Figure 1. Placed standard cells.
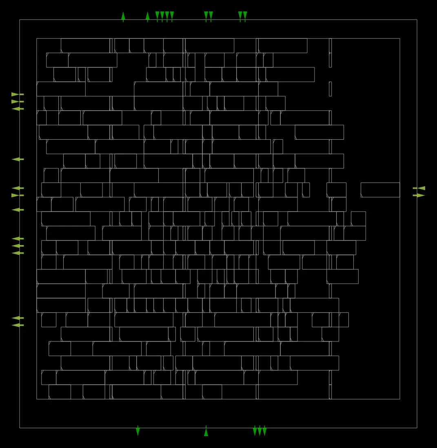
Figure 2. Clock network drawn from the DEF.
Bar = 20 um.
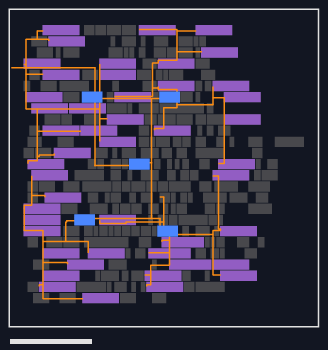
Figure 3. Gate-type map.
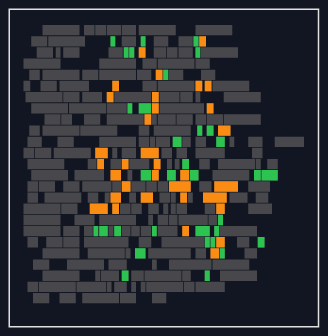
Figure 4. M2 wires.
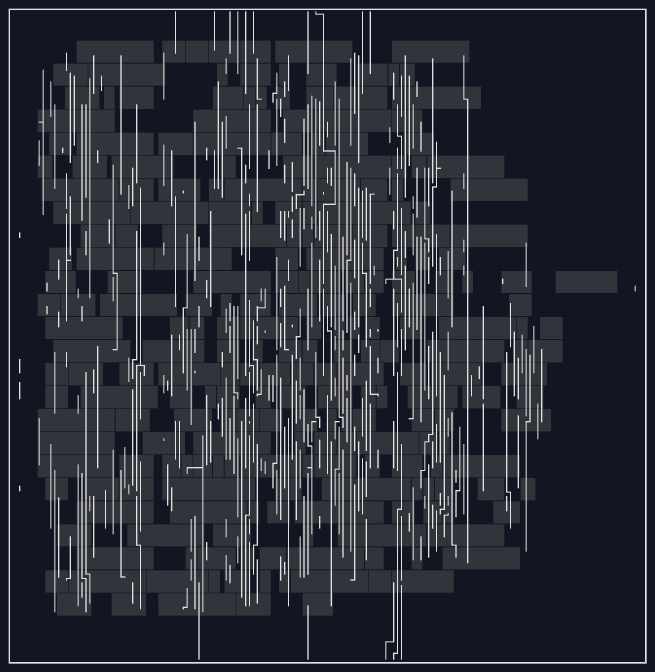
Figure 5. Placement by cell class.
Bar = 20 um.
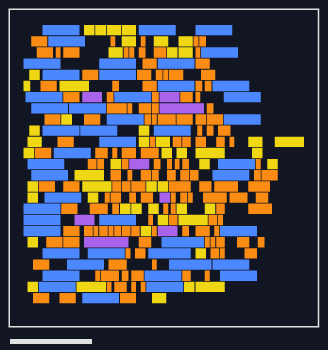
### src/rtl/spi_pkg.sv
// Shared encodings for the SPI slave controller: FSM states and command codes.
package spi_pkg;

  // Debug-visible state encoding, exported on state_o.
  typedef enum logic [2:0] {
    ST_IDLE      = 3'b000,
    ST_CHK       = 3'b001,
    ST_WRITE     = 3'b010,
    ST_READ_ADD  = 3'b011,
    ST_READ_DATA = 3'b100,
    ST_TX_WAIT   = 3'b101,
    ST_TX_SHIFT  = 3'b110,
    ST_DONE      = 3'b111
  } state_e;

  // Two-bit command field carried in the top bits of every frame.
  localparam logic [1:0] CMD_WR_ADDR = 2'b00;
  localparam logic [1:0] CMD_WR_DATA = 2'b01;
  localparam logic [1:0] CMD_RD_ADDR = 2'b10;
  localparam logic [1:0] CMD_RD_DATA = 2'b11;

  // True when the received command is legal for the branch the FSM took
  // after seeing the first frame bit.
  function automatic logic cmd_ok(input state_e st, input logic [1:0] cmd);
    logic ok;
    ok = 1'b0;
    case (st)
      ST_WRITE:     ok = (cmd == CMD_WR_ADDR) || (cmd == CMD_WR_DATA);
      ST_READ_ADD:  ok = (cmd == CMD_RD_ADDR);
      ST_READ_DATA: ok = (cmd == CMD_RD_DATA);
      default:      ok = 1'b0;
    endcase
    return ok;
  endfunction

endpackage

### src/rtl/spi_tx_serializer.sv
// MSB-first parallel-to-serial converter driving the registered MISO line.
// A load presents the MSB on the next cycle; the remaining bits follow one
// per clock, after which miso returns to 0 and done is raised for one cycle.
module spi_tx_serializer #(
  parameter int PAYLOAD_W = 8
) (
  input  logic                 clk,
  input  logic                 rst_n,
  input  logic                 load,
  input  logic                 clear,
  input  logic [PAYLOAD_W-1:0] data,
  output logic                 miso,
  output logic                 done
);

  localparam int BC_W = $clog2(PAYLOAD_W) + 1;

  logic [PAYLOAD_W-1:0] sreg_q;
  logic [BC_W-1:0]      left_q;
  logic                 busy_q;
  logic                 miso_q;

  // Shift engine: clear has priority, then load, then one bit per cycle.
  always_ff @(posedge clk or negedge rst_n) begin
    if (!rst_n) begin
      sreg_q <= '0;
      left_q <= '0;
      busy_q <= 1'b0;
      miso_q <= 1'b0;
    end else if (clear) begin
      sreg_q <= '0;
      left_q <= '0;
      busy_q <= 1'b0;
      miso_q <= 1'b0;
    end else if (load) begin
      // NOTE: sequential state uses non-blocking assignments so every register
      // samples pre-edge values, independent of statement order.
      miso_q <= data[PAYLOAD_W-1];
      sreg_q <= data << 1;
      left_q <= BC_W'(PAYLOAD_W - 1);
      busy_q <= 1'b1;
    end else if (busy_q) begin
      if (left_q == '0) begin
        miso_q <= 1'b0;
        busy_q <= 1'b0;
      end else begin
        miso_q <= sreg_q[PAYLOAD_W-1];
        sreg_q <= sreg_q << 1;
        left_q <= left_q - 1'b1;
      end
    end
  end

  assign miso = miso_q;
  assign done = busy_q && (left_q == '0);

endmodule

### src/rtl/spi_slave_ctrl_p.sv
// SPI slave front-end: deframes {cmd, payload} words from MOSI, hands them to
// the memory as a one-cycle rx_valid pulse, checks that the command matches
// the branch taken on the first bit, and returns read data on MISO with a
// bounded wait for the memory's tx_valid.
module spi_slave_ctrl_p
  import spi_pkg::*;
#(
  parameter int PAYLOAD_W   = 8,
  parameter int TX_WAIT_MAX = 15,
  parameter int CNT_W       = 5
) (
  input  logic                 clk,
  input  logic                 rst_n,
  input  logic                 ss_n,
  input  logic                 mosi,
  output logic                 miso,
  output logic [PAYLOAD_W+1:0] rx_data,
  output logic                 rx_valid,
  input  logic [PAYLOAD_W-1:0] tx_data,
  input  logic                 tx_valid,
  output logic                 frame_err,
  output logic [2:0]           state_o
);

  localparam int FRAME_W = PAYLOAD_W + 2;
  localparam int WAIT_W  = $clog2(TX_WAIT_MAX + 1);

  localparam logic [CNT_W-1:0]  LAST_CNT  = CNT_W'(FRAME_W - 1);
  localparam logic [WAIT_W-1:0] WAIT_LAST = WAIT_W'(TX_WAIT_MAX - 1);

  state_e               state_q, state_d;
  logic [FRAME_W-2:0]   shift_q;
  logic [CNT_W-1:0]     bit_cnt_q, bit_cnt_d;
  logic [WAIT_W-1:0]    wait_cnt_q, wait_cnt_d;
  logic                 rd_addr_pend_q;
  logic [FRAME_W-1:0]   rx_data_q;
  logic                 rx_valid_q;
  logic                 frame_err_q;

  logic [FRAME_W-1:0]   new_word;
  logic                 capture;
  logic                 frame_match;
  logic                 frame_mismatch;
  logic                 tx_load;
  logic                 tx_timeout;
  logic                 tx_done;

  // Word as it stands once the current mosi bit has been shifted in.
  assign new_word = {shift_q, mosi};

  // Next-state and per-cycle strobes for the deframer / read-return FSM.
  always_comb begin
    // NOTE: every combinational output gets a default first so no path leaves
    // it unassigned, which would otherwise infer a latch.
    state_d        = state_q;
    capture        = 1'b0;
    frame_match    = 1'b0;
    frame_mismatch = 1'b0;
    tx_load        = 1'b0;
    tx_timeout     = 1'b0;

    case (state_q)
      ST_IDLE: begin
        if (!ss_n) state_d = ST_CHK;
      end

      // First frame bit is cmd[1]: 0 is a write, 1 is a read whose phase
      // depends on whether an address is already pending.
      ST_CHK: begin
        capture = 1'b1;
        if (ss_n)                state_d = ST_IDLE;
        else if (!mosi)          state_d = ST_WRITE;
        else if (rd_addr_pend_q) state_d = ST_READ_DATA;
        else                     state_d = ST_READ_ADD;
      end

      // The last bit completes the frame even if ss_n rises on that edge.
      ST_WRITE, ST_READ_ADD, ST_READ_DATA: begin
        capture = 1'b1;
        if (bit_cnt_q == LAST_CNT) begin
          if (cmd_ok(state_q, new_word[FRAME_W-1 -: 2])) frame_match    = 1'b1;
          else                                           frame_mismatch = 1'b1;
          if (ss_n)                                         state_d = ST_IDLE;
          else if (frame_match && state_q == ST_READ_DATA)  state_d = ST_TX_WAIT;
          else                                              state_d = ST_DONE;
        end else if (ss_n) begin
          state_d = ST_IDLE;
        end
      end

      ST_TX_WAIT: begin
        if (ss_n) begin
          state_d = ST_IDLE;
        end else if (tx_valid) begin
          tx_load = 1'b1;
          state_d = ST_TX_SHIFT;
        end else if (wait_cnt_q == WAIT_LAST) begin
          tx_timeout = 1'b1;
          state_d    = ST_DONE;
        end
      end

      ST_TX_SHIFT: begin
        if (ss_n)         state_d = ST_IDLE;
        else if (tx_done) state_d = ST_DONE;
      end

      ST_DONE: begin
        if (ss_n) state_d = ST_IDLE;
      end

      default: state_d = ST_IDLE;
    endcase

    // Bit count follows the frame: 1 after CHK, cleared whenever the FSM
    // leaves the shifting states (completion or abort).
    if (state_d == ST_WRITE || state_d == ST_READ_ADD || state_d == ST_READ_DATA)
      bit_cnt_d = bit_cnt_q + 1'b1;
    else
      bit_cnt_d = '0;

    // Wait counter runs only while we stay in TX_WAIT.
    if (state_q == ST_TX_WAIT && state_d == ST_TX_WAIT)
      wait_cnt_d = wait_cnt_q + 1'b1;
    else
      wait_cnt_d = '0;
  end

  // FSM state and counter registers.
  always_ff @(posedge clk or negedge rst_n) begin
    if (!rst_n) begin
      state_q    <= ST_IDLE;
      bit_cnt_q  <= '0;
      wait_cnt_q <= '0;
    end else begin
      state_q    <= state_d;
      bit_cnt_q  <= bit_cnt_d;
      wait_cnt_q <= wait_cnt_d;
    end
  end

  // Frame capture, handshake pulses and read-phase tracking.
  always_ff @(posedge clk or negedge rst_n) begin
    if (!rst_n) begin
      shift_q        <= '0;
      rx_data_q      <= '0;
      rx_valid_q     <= 1'b0;
      frame_err_q    <= 1'b0;
      rd_addr_pend_q <= 1'b0;
    end else begin
      if (capture) shift_q <= new_word[FRAME_W-2:0];
      rx_valid_q  <= frame_match;
      frame_err_q <= frame_mismatch | tx_timeout;
      if (frame_match) begin
        rx_data_q <= new_word;
        if (state_q == ST_READ_ADD)  rd_addr_pend_q <= 1'b1;
        if (state_q == ST_READ_DATA) rd_addr_pend_q <= 1'b0;
      end
    end
  end

  // MISO path; deselect flushes it so a partial read never leaks out.
  spi_tx_serializer #(
    .PAYLOAD_W (PAYLOAD_W)
  ) u_tx (
    .clk   (clk),
    .rst_n (rst_n),
    .load  (tx_load),
    .clear (ss_n),
    .data  (tx_data),
    .miso  (miso),
    .done  (tx_done)
  );

  assign rx_data   = rx_data_q;
  assign rx_valid  = rx_valid_q;
  assign frame_err = frame_err_q;
  assign state_o   = state_q;

endmodule

### config.mk
export PLATFORM = sky130hd
export DESIGN_NAME = spi_slave_ctrl_p
export DESIGN_NICKNAME = d
export VERILOG_FILES = /design/src/rtl/spi_pkg.sv /design/src/rtl/spi_tx_serializer.sv /design/src/rtl/spi_slave_ctrl_p.sv
export SDC_FILE = /design/constraint.sdc
export NUM_CORES = 1
export LEC_CHECK = 0
export CORE_AREA = 3 3 72 74
export CTS_CLUSTER_DIAMETER = 150
export DETAILED_ROUTE_END_ITERATION = 7
export DIE_AREA = 0 0 75 77
export HOLD_SLACK_MARGIN = 0.02
export MAX_ROUTING_LAYER = met4
export PLACE_DENSITY = 0.76
export SYNTH_ARGS = -nofsm -noshare
export SYNTH_HDL_FRONTEND = slang
export SYNTH_SLANG_ARGS = --single-unit
### constraint.sdc
create_clock -name clk -period 1.9 [get_ports clk]
set_input_delay 0.38 -clock clk [delete_from_list [all_inputs] [get_ports clk]]
set_output_delay 0.38 -clock clk [all_outputs]
set_load 0.1 [all_outputs]
==> impl_metrics.tcl <==
# metrics dict for downstream scripts
set metrics [dict create \
    status "finished, final reports clean" \
    dp_slack_ns -0.231 \
    routedWlPerCell_um 15.5 \
    r2r_end "bit_cnt_q[1]" \
    logic_family "simple AND/OR/NAND/NOR gates" \
    fin_tns_setup_ns 0 \
    ys_seq_frac 0.526 \
    ys_sh_adder 0.0280 \
    drt_first_pass_iters 4 \
    edf_count 0 \
    clk_pin_slew_ns 0.09 \
    ios 29 \
    maxCapViolCount 0 \
    wirelength_um 4770 \
    synth_chip_area_um2 2230 \
    timing.hold.ws_ns 0.0435 \
    ys_sh_simple 0.155 \
    p_per_area_nw_per_um2 797 \
    r2r-start "wait_cnt_q[0]" \
    antenna_found_initial 0 \
    die_area_um2 5780 \
    rrSetupSlack_ns 0.04 \
    rsz0062_at_grt "yes" \
    top_cell_area_share 0.526 \
    synth-main-ff-cell "dfrtp_1" \
    most_common_cell "dfrtp_1" \
    track_usage 0.187 \
    ir_drop_v 0.000790 \
    clkSinkCount 47 \
]
-- Figure 1 (at the start) --
core footprint: 4660 um2
Rows: 25
Util after Layout: 0.637
flop count: 47
Tapcell Cnt: 54

-- Figure 2 (at the start) --
- cells driving clock nets: blue (count 5)
- flip-flops: purple (count 47)
- clock wires: orange (length 514 um)
- flops lie: spread over the die
clock-net power: 861 uW
clock share of power: 0.364
Worst Skew: 0.00513 ns
clk latency late pin: 0.30 ns

-- Figure 3 (at the start) --
- inverting AOI/OAI gates: orange (cells 33; where centre)
- NAND gates: green (cells 33)
Layout Cells excl Fill: 307
Commonest Layout Cell: dfrtp_1
combinational fraction of the cell area: 0.349

-- Figure 4 (at the start) --
- wire length on this layer: 2570 um
- nets with wire on the layer: 239
- longest straight run: 54.7 um
- main direction: vertical

-- Figure 5 (at the start) --
- clock drivers and dummy loads: purple (cells 8; share of their area 4.7%)
- flops: blue (cells 47; share of their area 41%)
- other buffers and delay cells: yellow (cells 51; share of their area 18%)
- all other logic: orange (cells 147; share of their area 37%)
Final Instance Area: 2970 um2
Seq area share: 0.400

## report_power, final
| group | switching, mW | internal [mW] | total, mW |
|---|---|---|---|
| combinational | 0.147 | 0.165 | 0.312 |
| sequential | 0.0976 | 1.10 | 1.19 |
| clock | 0.336 | 0.524 | 0.861 |
| total | 0.581 | 1.78 | 2.37 |
## state kept, by name, indices dropped and copies added (netlist names)
name            flops
rx_valid            1
u_tx.left_q         4
rx_data            10
state_o             3
bit_cnt_q           5
wait_cnt_q          4
frame_err           1
shift_q             9
u_tx.busy_q         1
u_tx.sreg_q         7
u_tx.miso           1
rd_addr_pend_q      1
## logic make-up after synthesis
family,after synthesis
adders and majority gates,5
muxes,25
and+or+nand+nor,65
DFF,47
xor gates and xnor gates,7
AOI/OAI and AO/OA,36
buffers and inverters,16
## layout make-up
cell class	count	area, um2	share of cell area
Clock buffer	5	68.8	0.0232
Clock inverter	3	67.6	0.0228
Inverter	9	33.8	0.0114
Multi-Input combinational cell	138	1040	0.349
Sequential cell	47	1190	0.400
Tap cell	54	67.6	0.0228
Timing Repair Buffer	51	508	0.171
## critical path, cell delays in order, from the launching register on
cell and delay [ns]:
dfrtp_1 0.41, inv_1 0.07, ha_1 0.14, and3_4 0.20, o311ai_1 0.09, a211o_2 0.41
or3b_4 0.39, o41ai_2 0.06
## layer usage
layer | wire length [um] | vias to the layer above | GRT usage
met5 | 0 | - | -
met4 | 68 | 0 | 0.0534
met3 | 165 | 7 | 0.0498
met2 | 2570 | 30 | 0.312
met1 | 1960 | 846 | 0.217
li1 | - | 808 | -
## timing repair
item | in CTS | in global routing
gates cloned | 0 | 0
gates resized | 1 | 9
setup buffers | 0 | 7
pin swaps | 1 | 4
setup endpoints to repair | 2 | 14
Power figures rest on the tool's default switching activity, not on a simulated workload.
